$ cat src/rtl/hazard_pkg.sv
// hazard_pkg: shared types and defaults for the pipeline hazard controller.
//   fwd_sel_t  : forwarding select encoding (register file / writeback / memory)
//   hz_state_t : memory-wait tracker states
//   REG_ADDR_W_DEF : default register-index width
package hazard_pkg;

  localparam int REG_ADDR_W_DEF = 5;

  typedef enum logic [1:0] {
    FWD_REG = 2'b00,
    FWD_WB  = 2'b01,
    FWD_MEM = 2'b10
  } fwd_sel_t;

  typedef enum logic {
    RUN  = 1'b0,
    WAIT = 1'b1
  } hz_state_t;

endpackage

$ cat src/rtl/fwd_sel.sv
// fwd_sel: forwarding select for one Execute-stage source operand.
//   rs           : source register in Execute
//   rd_m, rd_w   : destination registers in Memory / Writeback
//   reg_write_m/w: those instructions write the register file
//   sel          : FWD_MEM beats FWD_WB beats FWD_REG; x0 is never forwarded
module fwd_sel
  import hazard_pkg::*;
#(
  parameter int REG_ADDR_W = REG_ADDR_W_DEF
) (
  input  logic [REG_ADDR_W-1:0] rs,
  input  logic [REG_ADDR_W-1:0] rd_m,
  input  logic [REG_ADDR_W-1:0] rd_w,
  input  logic                  reg_write_m,
  input  logic                  reg_write_w,
  output fwd_sel_t              sel
);

  always_comb begin
    sel = FWD_REG;
    if (reg_write_m && (rd_m != '0) && (rd_m == rs)) begin
      sel = FWD_MEM;
    end else if (reg_write_w && (rd_w != '0) && (rd_w == rs)) begin
      sel = FWD_WB;
    end
  end

endmodule

$ cat src/rtl/hazard_ctrl.sv
// hazard_ctrl: hazard controller for the 5-stage RV32 pipeline.
//   Forwarding selects (ForwardAE/ForwardBE), redirect flushes on taken
//   branch/jump, one-cycle load-use stall, and a full-pipeline freeze while
//   the data memory is busy. A RUN/WAIT tracker counts freeze cycles and sets
//   the sticky mem_timeout flag when memory looks stuck.
// Ports:
//   clk, rst_n                 clock, async active-low reset
//   Rs1D/Rs2D, Rs1E/Rs2E/RdE   register indices in Decode / Execute
//   RdM/RdW, RegWriteM/W       writers in Memory / Writeback
//   LoadE, BranchE, JumpE, cond_trueE   Execute-stage control
//   MemReqM, mem_ready         memory access in flight / completing
//   ForwardAE/BE               operand selects (00 RF, 01 ResultW, 10 ALUResultM)
//   StallF/D/E/M, FlushD/E/W   pipeline register controls (combinational)
//   mem_timeout                sticky stuck-memory flag
//   stall_cycles, flush_count  perf counters
//   dbg_state                  current tracker state
// Optional feature: define HAZARD_PERF_EN to build the perf counters;
// otherwise both counter outputs are tied to zero.
// Handshake: none; every control output is valid in the same cycle as the
// inputs that cause it.
module hazard_ctrl
  import hazard_pkg::*;
#(
  parameter int REG_ADDR_W = REG_ADDR_W_DEF,
  parameter int WAIT_MAX   = 64,
  parameter int PERF_W     = 32
) (
  input  logic                  clk,
  input  logic                  rst_n,
  input  logic [REG_ADDR_W-1:0] Rs1D,
  input  logic [REG_ADDR_W-1:0] Rs2D,
  input  logic [REG_ADDR_W-1:0] Rs1E,
  input  logic [REG_ADDR_W-1:0] Rs2E,
  input  logic [REG_ADDR_W-1:0] RdE,
  input  logic [REG_ADDR_W-1:0] RdM,
  input  logic [REG_ADDR_W-1:0] RdW,
  input  logic                  RegWriteM,
  input  logic                  RegWriteW,
  input  logic                  LoadE,
  input  logic                  BranchE,
  input  logic                  JumpE,
  input  logic                  cond_trueE,
  input  logic                  MemReqM,
  input  logic                  mem_ready,
  output logic [1:0]            ForwardAE,
  output logic [1:0]            ForwardBE,
  output logic                  StallF,
  output logic                  StallD,
  output logic                  StallE,
  output logic                  StallM,
  output logic                  FlushD,
  output logic                  FlushE,
  output logic                  FlushW,
  output logic                  mem_timeout,
  output logic [PERF_W-1:0]     stall_cycles,
  output logic [PERF_W-1:0]     flush_count,
  output hz_state_t             dbg_state
);

  localparam int CNT_W = $clog2(WAIT_MAX + 1);

  fwd_sel_t        fwd_a, fwd_b;
  logic            taken, lu, frz;
  hz_state_t       state;
  logic [CNT_W-1:0] wait_cnt;

  fwd_sel #(.REG_ADDR_W(REG_ADDR_W)) u_fwd_a (
    .rs(Rs1E), .rd_m(RdM), .rd_w(RdW),
    .reg_write_m(RegWriteM), .reg_write_w(RegWriteW), .sel(fwd_a)
  );

  fwd_sel #(.REG_ADDR_W(REG_ADDR_W)) u_fwd_b (
    .rs(Rs2E), .rd_m(RdM), .rd_w(RdW),
    .reg_write_m(RegWriteM), .reg_write_w(RegWriteW), .sel(fwd_b)
  );

  assign ForwardAE = fwd_a;
  assign ForwardBE = fwd_b;
  assign dbg_state = state;

  assign taken = (BranchE && cond_trueE) || JumpE;
  assign lu    = LoadE && (RdE != '0) && ((RdE == Rs1D) || (RdE == Rs2D));
  assign frz   = MemReqM && !mem_ready;

  // Priority: freeze > redirect > load-use.
  always_comb begin
    StallF = 1'b0;
    StallD = 1'b0;
    StallE = 1'b0;
    StallM = 1'b0;
    FlushD = 1'b0;
    FlushE = 1'b0;
    FlushW = 1'b0;
    if (frz) begin
      StallF = 1'b1;
      StallD = 1'b1;
      StallE = 1'b1;
      StallM = 1'b1;
      FlushW = 1'b1;
    end else if (taken) begin
      FlushD = 1'b1;
      FlushE = 1'b1;
    end else if (lu) begin
      StallF = 1'b1;
      StallD = 1'b1;
      FlushE = 1'b1;
    end
  end

  // Memory-wait tracker. wait_cnt holds the number of completed WAIT cycles;
  // mem_timeout is set on the edge where wait_cnt becomes WAIT_MAX-1 with the
  // freeze still active, so it is visible after WAIT_MAX frozen cycles.
  always_ff @(posedge clk or negedge rst_n) begin
    if (!rst_n) begin
      state       <= RUN;
      wait_cnt    <= '0;
      mem_timeout <= 1'b0;
    end else begin
      case (state)
        RUN: begin
          if (frz) begin
            state    <= WAIT;
            wait_cnt <= '0;
          end
        end
        WAIT: begin
          if (!frz) begin
            state <= RUN;
          end else begin
            if (wait_cnt < CNT_W'(WAIT_MAX)) wait_cnt <= wait_cnt + 1'b1;
            if (wait_cnt >= CNT_W'(WAIT_MAX - 2)) mem_timeout <= 1'b1;
          end
        end
        default: state <= RUN;
      endcase
    end
  end

`ifdef HAZARD_PERF_EN
  // Only redirect-caused FlushE counts as a flush; load-use bubbles do not.
  always_ff @(posedge clk or negedge rst_n) begin
    if (!rst_n) begin
      stall_cycles <= '0;
      flush_count  <= '0;
    end else begin
      if (StallF) stall_cycles <= stall_cycles + 1'b1;
      if (taken && !frz) flush_count <= flush_count + 1'b1;
    end
  end
`else
  assign stall_cycles = '0;
  assign flush_count  = '0;
`endif

endmodule
$ cat config.mk
export PLATFORM = sky130hd
export DESIGN_NAME = hazard_ctrl
export DESIGN_NICKNAME = d
export VERILOG_FILES = /design/src/rtl/hazard_pkg.sv /design/src/rtl/fwd_sel.sv /design/src/rtl/hazard_ctrl.sv
export SDC_FILE = /design/constraint.sdc
export NUM_CORES = 1
export LEC_CHECK = 0
export ABC_AREA = 1
export ABC_CLOCK_PERIOD_IN_PS = 2400
export CAP_MARGIN = 20
export CORE_UTILIZATION = 36
export DETAILED_ROUTE_END_ITERATION = 8
export PLACE_DENSITY = 0.88
export RECOVER_POWER = 100
export SYNTH_ARGS = -nofsm -noshare
export SYNTH_HDL_FRONTEND = slang
export SYNTH_SLANG_ARGS = --single-unit
$ cat constraint.sdc
create_clock -name clk -period 2.4 [get_ports clk]
set_input_delay 0.24 -clock clk [delete_from_list [all_inputs] [get_ports clk]]
set_output_delay 0.24 -clock clk [all_outputs]
set_load 0.02 [all_outputs]
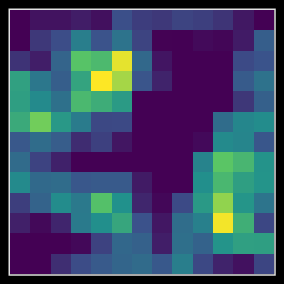
*Wire density map, run 1*
(4 px per um) 13 x 13 tiles, from dark purple (low) to yellow (high), scaled to the fullest tile. Values are wire area over tile area, all layers added.
mean over tiles	0.11
nearly empty tiles	23%
fullest tile	0.42
densest ninth of the die	lower right
via count: 1,296
Total Routing Usage GR: 0.138

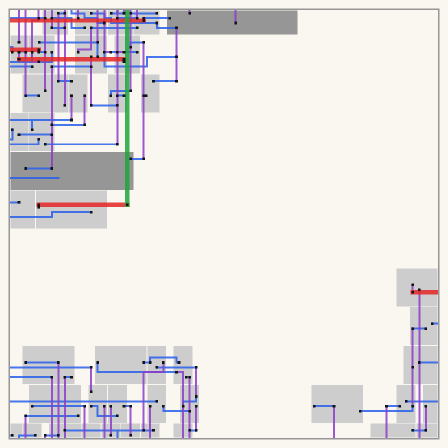
*Zoomed window, run 1*
Window x 18 to 48, y 18 to 48 um. Cells in gray, sequential cells in the stronger gray; small squares are vias.
color	layer
purple	M2
blue	M1
green	M4
red	M3
most frequent	nand2_1 (6), nor2_1 (4), clkdlybuf4s50_1 (4)
netlist names of flops here include	wait_cnt (2)
sequential cells in the window	2
cells with their middle in the window	32

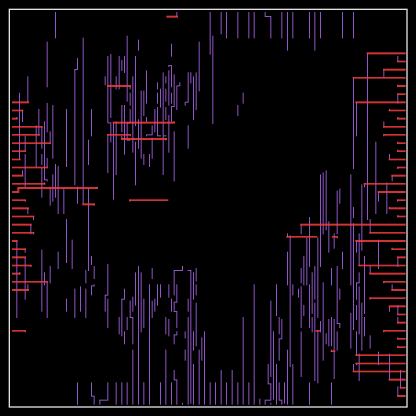
*Wiring by layer, run 1*
(6 px per um) Only two layers are drawn.
color	layer	wire length
red	M3	288 um
purple	M2	1,530 um

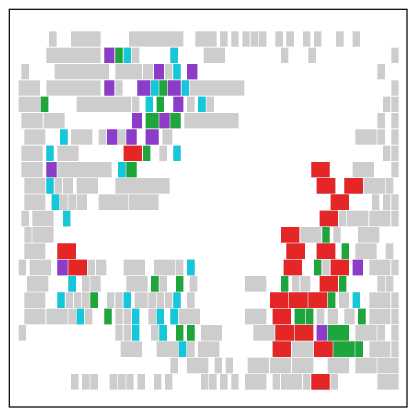
*Logic cells by family, run 1*
(6 px per um)
color	family	cells
cyan	inv cells	27
green	nor cells	26
purple	aoi and oai cells	16
red	xor and xnor cells	23

==> impl_metrics.py, run 1 <==
# Physical implementation metrics
metrics = {
    "timing": {
        "setup_tns_ns": 0,
        "fin_skew_ns": 0.00208,
        "slew_viol_final": 0,
        "finalSetupViolations": 0,
        "worst_pin_slew_ns": 0.654,
        "max_slew_margin": 0.560,
    },
    "synth": {
        "yosys_register_bits": 9,
        "synthAdderAreaFrac": 0.00847,
        "synth-xor-area-share": 0.136,
        "async_reset_ff_frac": 1.00,
        "most_common_cell": "buf_4",
        "synth_cell_type_count": 24,
        "post-synth-top-area-cell": "buf_4",
        "synth_area_sq_um": 1480,
        "synthCells": 220,
        "aoi_share": 0.0619,
    },
    "layout": {
        "antenna_cells": 0,
        "flop_area_sq_um": 225,
        "logic_gates": 180,
        "n_all_inverters": 27,
        "nonClkBufAreaFrac": 0.307,
        "drive_gt1_frac": 0.0325,
        "layoutNonFillerInstCount": 325,
        "seq_cells": 9,
        "comb_area_sq_um": 857,
    },
    "run": {
        "warnings": 26,
    },
    "clocking": {
        "worstSkewPairLatency_ns": 0.23,
        "htreeDepth": 1,
        "cts.repair.resized": 0,
        "clock-sinks": 9,
        "hold_buffers": 0,
        "cts_setup_buffers": 0,
    },
    "drt": {
        "first_pass_iters": 4,
        "drtAntennaViolNets": 0,
        "wl_met1_um": 1050,
    },
    "power_and_ir_drop": {
        "p_leak_nw": 0.946,
    },
    "status": {
        "outcome": "finished clean",
    },
    "setup_path": {
        "r2r_end": "wait_cnt[3]",
        "critPathTopFamily": "buffers and inverters",
        "crit_type": "input port to output port",
        "worstPathMaxFanout": 3,
        "rrSetupSlack_ns": 0.98,
        "worstPathArrival_ns": 1.96,
        "critPathSlowestCell": "dlygate4sd3_1",
    },
    "floorplanning": {
        "tap_cells": 48,
        "io_pins": 122,
        "fp_util": 0.389,
        "die_h_um": 66.0,
    },
    "global_routing": {
        "grt.overflow.total": 0,
        "grt_antenna_before_repair": 0,
    },
    "placement": {
        "place.gp.congestion": 0.787,
        "hpwlAfterDp_um": 2520,
    },
    "worst_hold_path": {
        "min-delay-path-class": "input port to asynchronous set/reset pin",
    },
}
## run 1: flip-flops by register name (all words and copies together), names as in the netlist
signal and cells:
dbg_state 1, mem_timeout 1, wait_cnt 7
## run 1: power by group
group / switching [mW] / leakage [nW] / internal [mW] / total [mW]
clock network: 0.0615 / 0.0228 / 0.116 / 0.177
logic: 0.186 / 0.806 / 0.123 / 0.310
registers: 0.00996 / 0.117 / 0.163 / 0.173
total: 0.258 / 0.946 / 0.402 / 0.660
## run 1: worst max path at each step
stage | start | endpoint | slack (ns) | cells past startpoint
final | RdM[1] | ForwardBE[0] | 0.20 | 7
after global placement | RdE[0] | StallD | 0.21 | 10
after detailed placement | RdE[0] | StallD | 0.21 | 10
after global routing | RdE[1] | StallD | 0.04 | 10
after CTS | RdE[0] | StallD | 0.19 | 10
after floorplan | RdM[1] | ForwardBE[0] | 1.14 | 4
## run 1: layout by cell type (no fill, tap or decap), drive strengths merged
cell type / n
conb: 64
clkdlybuf4s50: 46
nand2: 39
inv: 26
nor2: 20
xnor2: 15
dlygate4sd3: 11
nand3: 10
o21ai: 10
dfrtp: 9
xor2: 8
nor3: 5
clkbuf: 4
a21oi: 3
o22ai: 3
clkinv: 1
nand4: 1
nor4: 1
ha: 1
## run 1: stage by stage
step	hold slack (ns)	worst slack (ns)	area [sq um]	power, mW	utilization
global route	0.410	0.0423	1860	0.709	0.489
detailed placement	0.454	0.206	1840	0.490	0.485
floorplan	-0.0556	1.14	1710	0.446	-
finish	0.375	0.198	1860	0.660	0.489
global placement	0.449	0.212	1840	0.484	0.485
CTS	0.319	0.190	1890	0.673	0.496
## run 1: per-layer routing
layer | global-route usage | vias up
met5 | 0 | -
met4 | 0.0798 | 0
met3 | 0.0276 | 6
met2 | 0.260 | 84
met1 | 0.139 | 545
li1 | - | 661
==> inputs of run 2 (changes only) <==
--- a/config.mk
+++ b/config.mk
@@ -10,6 +10,7 @@
 export CAP_MARGIN = 20
 export CORE_UTILIZATION = 36
 export DETAILED_ROUTE_END_ITERATION = 8
+export MAX_ROUTING_LAYER = met4
 export PLACE_DENSITY = 0.88
 export RECOVER_POWER = 100
 export SYNTH_ARGS = -nofsm -noshare
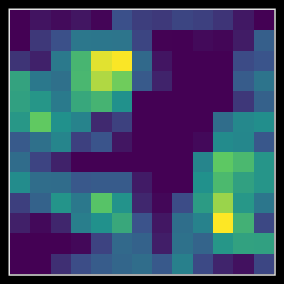
*Wire density map, run 2*
(4 px per um) 13 x 13 tiles, from dark purple (low) to yellow (high), scaled to the fullest tile. Values are wire area over tile area, all layers added.
nearly empty tiles	23%
emptiest ninth of the die	center
densest ninth of the die	lower right
mean over tiles	0.11
tiles over half the peak	19%
via count: 1,304
final WL: 2930 um

==> run 2 against run 1 <==
  * Routed wire length down 0.14%
  * Global-route usage increased by 0.37 points
  * Synthesized cell count is the same
  * Utilization is the same
  * Non-clock buffer count unchanged
  * Power rose by 0.20%
  * Die size unchanged
  * Clock skew about the same
  * Design area unchanged
  * Worst setup slack stayed put
  * Final cell count is the same
  * Critical path type unchanged
  * Largest cell class unchanged
  * Highest routed layer unchanged
==> impl_metrics.py, run 2 <==
# Physical implementation metrics
metrics = {
    "synth": {
        "ys_warn_count": 0,
        "synth.avg_cell_area_sq_um": 6.71,
        "most_common_cell": "buf_4",
        "yosys-top-cells-area": "buf_4 34%, dfrtp_1 15%, nand2_1 9.9%",
        "yosysTopAreaCellShare": 0.341,
        "synth_cell_type_count": 24,
        "async_reset_ff_frac": 1.00,
        "synthCells": 220,
        "yosys_register_bits": 9,
        "synth_area_sq_um": 1480,
        "yosysSeqAreaShare": 0.153,
        "post-synth-top-area-cell": "buf_4",
    },
    "global_routing": {
        "grt_util_met2": 0.260,
        "grt_antenna_before_repair": 0,
        "busiest_layer": "met2",
        "use_met3": 0.0241,
        "grt.overflow.total": 0,
        "grt_util_met1": 0.141,
        "gr-usage-all-layers": 0.142,
        "grt_pass1_wl_um": 4600,
    },
    "layout": {
        "drive_gt1_frac": 0.0325,
        "final_util": 0.489,
        "largest_register": "wait_cnt",
        "layoutNonFillerInstCount": 325,
        "fin_area_sq_um": 1860,
        "lay_top_cells": "64 x conb_1, 46 x clkdlybuf4s50_1, 39 x nand2_1",
        "final_layout_top_logic_cell": "conb_1",
        "antenna_cells": 0,
        "largest_reg_flops": 7,
    },
    "power_and_ir_drop": {
        "power_uw": 661,
        "p_int_uw": 402,
        "p_comb_frac": 0.468,
        "p_leak_nw": 0.946,
        "power_density_nw_per_um2": 356,
        "swShare": 0.392,
        "clkPwrFrac": 0.270,
        "p_sw_uw": 259,
        "power_frac_seq": 0.262,
    },
    "drt": {
        "first_pass_iters": 4,
        "drtAntennaViolNets": 0,
        "routedWlPerCell_um": 9.01,
    },
    "clocking": {
        "cts.repair.resized": 0,
        "cts_setup_buffers": 0,
        "hold_buffers": 0,
        "htreeDepth": 1,
        "clock-sinks": 9,
        "worstSkewPairLatency_ns": 0.23,
    },
    "timing": {
        "setup_tns_ns": 0,
        "worst_pin_slew_ns": 0.690,
        "hold_ws_ns": 0.373,
        "layout_worst_path_cycle_share": 0.917,
        "clock.fmax_mhz": 454,
        "max_slew_margin": 0.536,
        "slew_viol_final": 0,
        "fin_skew_ns": 0.00254,
        "finalSetupViolations": 0,
        "setup_slack_ns": 0.198,
    },
    "placement": {
        "place_ws_ns": 0.206,
        "hpwlAfterDp_um": 2520,
        "place.gp.congestion": 0.798,
        "placed_area_sq_um": 1840,
    },
    "status": {
        "outcome": "finished clean",
    },
    "setup_path": {
        "start_kind": "input port",
        "worstPathArrival_ns": 1.96,
        "rr_worst_depth": 4,
        "rrSetupSlack_ns": 0.95,
        "worstPathMaxFanout": 3,
        "crit_type": "input port to output port",
        "r2r_end": "wait_cnt[3]",
        "crit_start": "RdM[1]",
    },
    "floorplanning": {
        "io_pins": 122,
        "die_h_um": 66.0,
        "fp_util": 0.389,
    },
    "worst_hold_path": {
        "min-delay-path-class": "input port to asynchronous set/reset pin",
    },
    "run": {
        "warnings": 26,
    },
}
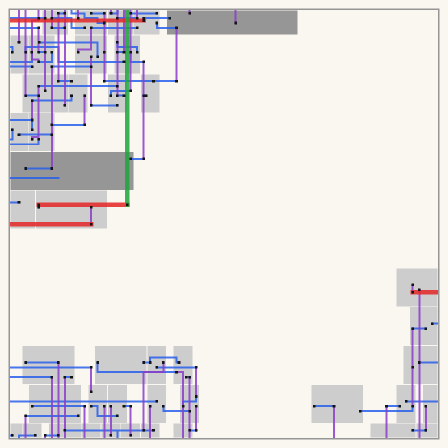
*Zoomed window, run 2*
Window x 18 to 48, y 18 to 48 um. Cells in gray, sequential cells in the stronger gray; small squares are vias.
color	layer
red	M3
green	M4
purple	M2
blue	M1
sequential cells in the window	2
netlist names of flops here include	wait_cnt (2)
cells with their middle in the window	32
most frequent	nand2_1 (6), nor2_1 (4), clkdlybuf4s50_1 (4)

==> run 2: power groups by stage <==
stage / logic [mW] / clock network, mW / registers (mW)
global placement: 0.309 / 0 / 0.175
CTS: 0.316 / 0.185 / 0.173
finish: 0.310 / 0.179 / 0.173
detailed placement: 0.314 / 0 / 0.175
floorplan: 0.272 / 0 / 0.175
global route: 0.340 / 0.195 / 0.174
==> run 2: metal layers <==
metal / wire [um] / share of wire / vias to the layer above
met2: 1520 / 0.52 / 82
li1: - / - / 662
met3: 281 / 0.096 / 8
met1: 1040 / 0.36 / 552
met4: 87 / 0.030 / 0
met5: 0 / 0 / -
==> run 2: logic make-up (layout without fill, tap and decap cells) <==
group                      count (synthesis)  after routing  synth area share
buffers and inverters                     94             88             0.409
other                                      1             64           0.00254
xor gates and xnor gates                  23             23             0.136
adders and majority gates                  1              1           0.00847
DFF                                        9              9             0.153
and+or+nand+nor                           76             76             0.229
AOI/OAI and AO/OA                         16             16            0.0619
==> run 2: how the worst max path moves through the flow <==
stage / cells past startpoint / endpoint
after detailed placement: 10 / StallD
after global placement: 10 / StallD
after global routing: 10 / StallD
after CTS: 10 / StallD
final: 7 / ForwardBE[0]
after floorplan: 4 / ForwardBE[0]
==> run 2: worst max-delay path: stages <==
cell             delay [ns]
clkdlybuf4s50_1        0.47
nor2_1                 0.15
nand2_1                0.06
o21ai_1                0.21
nor3_2                 0.08
nor2_1                 0.09
dlygate4sd3_1          0.67
==> run 2: layout make-up <==
type	count	area [sq um]
fill	390	1940
multi-input combinational	180	857
timing repair buffer	57	571
sequential	9	225
inverter	27	101
tap	48	60.1
clock buffer	4	45.0
### Wiring by layer, run 2

(6 px per um) Only two layers are drawn.
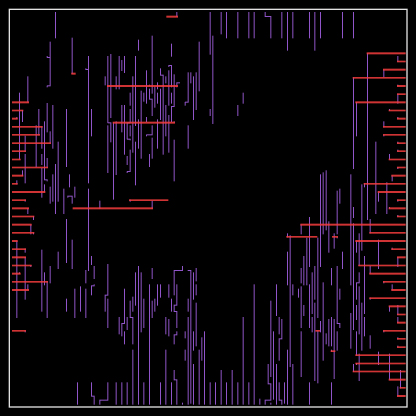

==> inputs of run 3 (changes only) <==
--- a/config.mk
+++ b/config.mk
@@ -7,11 +7,11 @@
 export LEC_CHECK = 0
 export ABC_AREA = 1
 export ABC_CLOCK_PERIOD_IN_PS = 2400
-export CAP_MARGIN = 20
+export CAP_MARGIN = 25
 export CORE_UTILIZATION = 36
 export DETAILED_ROUTE_END_ITERATION = 8
 export MAX_ROUTING_LAYER = met4
-export PLACE_DENSITY = 0.88
+export PLACE_DENSITY = 0.95
 export RECOVER_POWER = 100
 export SYNTH_ARGS = -nofsm -noshare
 export SYNTH_HDL_FRONTEND = slang
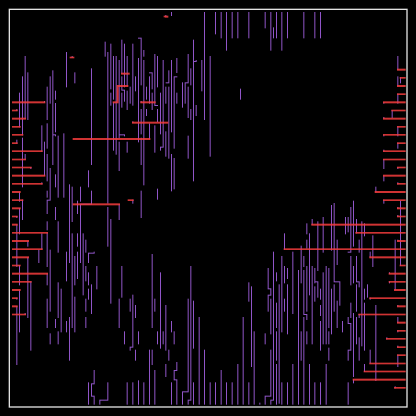
*Wiring by layer, run 3*
(6 px per um) Only two layers are drawn.
color	layer	wire length
purple	M2	1,700 um
red	M3	247 um

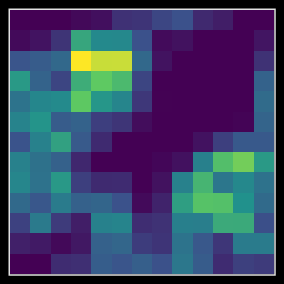
*Wire density map, run 3*
(4 px per um) 13 x 13 tiles, from dark purple (low) to yellow (high), scaled to the fullest tile. Values are wire area over tile area, all layers added.
fullest tile	0.47
nearly empty tiles	23%
mean over tiles	0.12
tiles over half the peak	13%
emptiest ninth of the die	upper right
via count: 1,327
wire length per cell: 9.46 um

==> run 3 against run 2 <==
  * Die size did not move
  * Global-route usage rose by 0.70 points
  * Routed wire length rose by 5.0%
  * Non-clock buffer count did not move
  * Clock power barely moved
  * Sequential cell count did not move
  * Combinational power barely moved
  * Largest cell class unchanged
==> impl_metrics.py, run 3 <==
# Physical implementation metrics
metrics = {
    "drt": {
        "wl_um": 3070,
        "drtAntennaViolNets": 0,
        "first_pass_iters": 4,
    },
    "floorplanning": {
        "die_h_um": 66.0,
        "die_x_um": 66.0,
        "io_pins": 122,
        "fp_util": 0.389,
    },
    "power_and_ir_drop": {
        "swShare": 0.395,
        "power_frac_seq": 0.263,
        "p_comb_frac": 0.469,
        "power_leader": "combinational logic",
        "pg_seq_uw": 175,
        "p_clk_uw": 178,
        "p_leak_nw": 0.944,
        "pg_comb_uw": 312,
        "p_int_uw": 402,
        "clkPwrFrac": 0.267,
        "power_density_nw_per_um2": 357,
        "p_sw_uw": 262,
    },
    "status": {
        "outcome": "finished clean",
    },
    "synth": {
        "yosysSeqAreaShare": 0.153,
        "synth-xor-area-share": 0.136,
        "muxShareOfSynthArea": 0,
        "synth_cell_type_count": 24,
        "ys_warn_count": 0,
        "synth.avg_cell_area_sq_um": 6.71,
        "topCombFamilyByArea": "buffers and inverters",
        "synth_area_sq_um": 1480,
        "synthCells": 220,
        "yosysTopAreaCellShare": 0.341,
        "yosys_register_bits": 9,
        "post-synth-top-area-cell": "buf_4",
        "most_common_cell": "buf_4",
        "aoi_share": 0.0619,
        "async_reset_ff_frac": 1.00,
        "simple_gate_area_frac": 0.229,
    },
    "timing": {
        "slew_viol_final": 0,
        "max_slew_margin": 0.572,
        "worst_pin_slew_ns": 0.636,
        "hold_ws_ns": 0.363,
        "clock.fmax_mhz": 440,
        "setup_tns_ns": 0,
        "layout_worst_path_cycle_share": 0.947,
        "finalSetupViolations": 0,
    },
    "layout": {
        "largest_reg_flops": 7,
        "largest_register": "wait_cnt",
        "antenna_cells": 0,
        "layoutNonFillerInstCount": 325,
        "final_layout_top_logic_cell": "conb_1",
        "lay_top_cells": "64 x conb_1, 46 x clkdlybuf4s50_1, 39 x nand2_1",
        "drive_gt1_frac": 0.0325,
    },
    "clocking": {
        "cts.repair.resized": 0,
        "clock-sinks": 9,
        "cts_setup_buffers": 0,
        "htreeDepth": 1,
        "hold_buffers": 0,
    },
    "setup_path": {
        "crit_start": "RdM[1]",
        "worstPathMaxFanout": 3,
        "r2r_end": "wait_cnt[4]",
        "start_kind": "input port",
        "rr_worst_depth": 6,
        "worstSetupEndpointType": "output port",
        "rrSetupSlack_ns": 0.87,
        "crit_type": "input port to output port",
        "crit_path_end": "ForwardAE[0]",
        "worstPathArrival_ns": 2.03,
    },
    "run": {
        "warnings": 26,
    },
    "global_routing": {
        "grt.overflow.total": 0,
        "gr-usage-all-layers": 0.149,
    },
    "worst_hold_path": {
        "min-delay-path-class": "input port to asynchronous set/reset pin",
    },
}
run 3: cell counts after synthesis:
Identical to the previous run, type by type.
run 3: layout make-up:
| cell class | instances | area [sq um] | share of cell area |
|---|---|---|---|
| clock buffers | 4 | 45.0 | 0.0242 |
| repair buffers | 57 | 571 | 0.307 |
| well taps | 48 | 60.1 | 0.0323 |
| flip-flops and latches | 9 | 225 | 0.121 |
| multi-input cells | 180 | 857 | 0.461 |
| inverters | 27 | 101 | 0.0545 |
run 3: worst min path at each step:
stage / to / depth (start not counted)
floorplan: dbg_state / 0
global placement: mem_timeout / 2
detailed placement: mem_timeout / 2
CTS: wait_cnt[4] / 1
global route: wait_cnt[4] / 1
finish: wait_cnt[4] / 1
run 3: per-layer routing:
| layer | up-vias | routed length (um) | track usage |
|---|---|---|---|
| met1 | 582 | 1070 | 0.133 |
| li1 | 660 | - | - |
| met2 | 78 | 1700 | 0.300 |
| met5 | - | 0 | - |
| met3 | 7 | 246 | 0.0259 |
| met4 | 0 | 63 | 0.0638 |
run 3: metrics by stage:
step / power (mW) / area, sq um / util / worst slack (ns)
3_3_place_gp: 0.482 / 1840 / 0.485 / 0.193
4_1_cts: 0.675 / 1890 / 0.496 / 0.155
5_1_grt: 0.714 / 1860 / 0.489 / 0.0124
3_5_place_dp: 0.493 / 1840 / 0.485 / 0.168
2_1_floorplan: 0.446 / 1710 / - / 1.14
6_report: 0.665 / 1860 / 0.489 / 0.128
run 3: critical path, cell delays in order:
cell and delay (ns):
clkdlybuf4s50_1 0.48, nor2_1 0.15, nand2_1 0.08, o21ai_1 0.23, nor3_2 0.08, nor2_1 0.10
dlygate4sd3_1 0.67
No activity file was given, so power comes from the tool's default toggle rates.
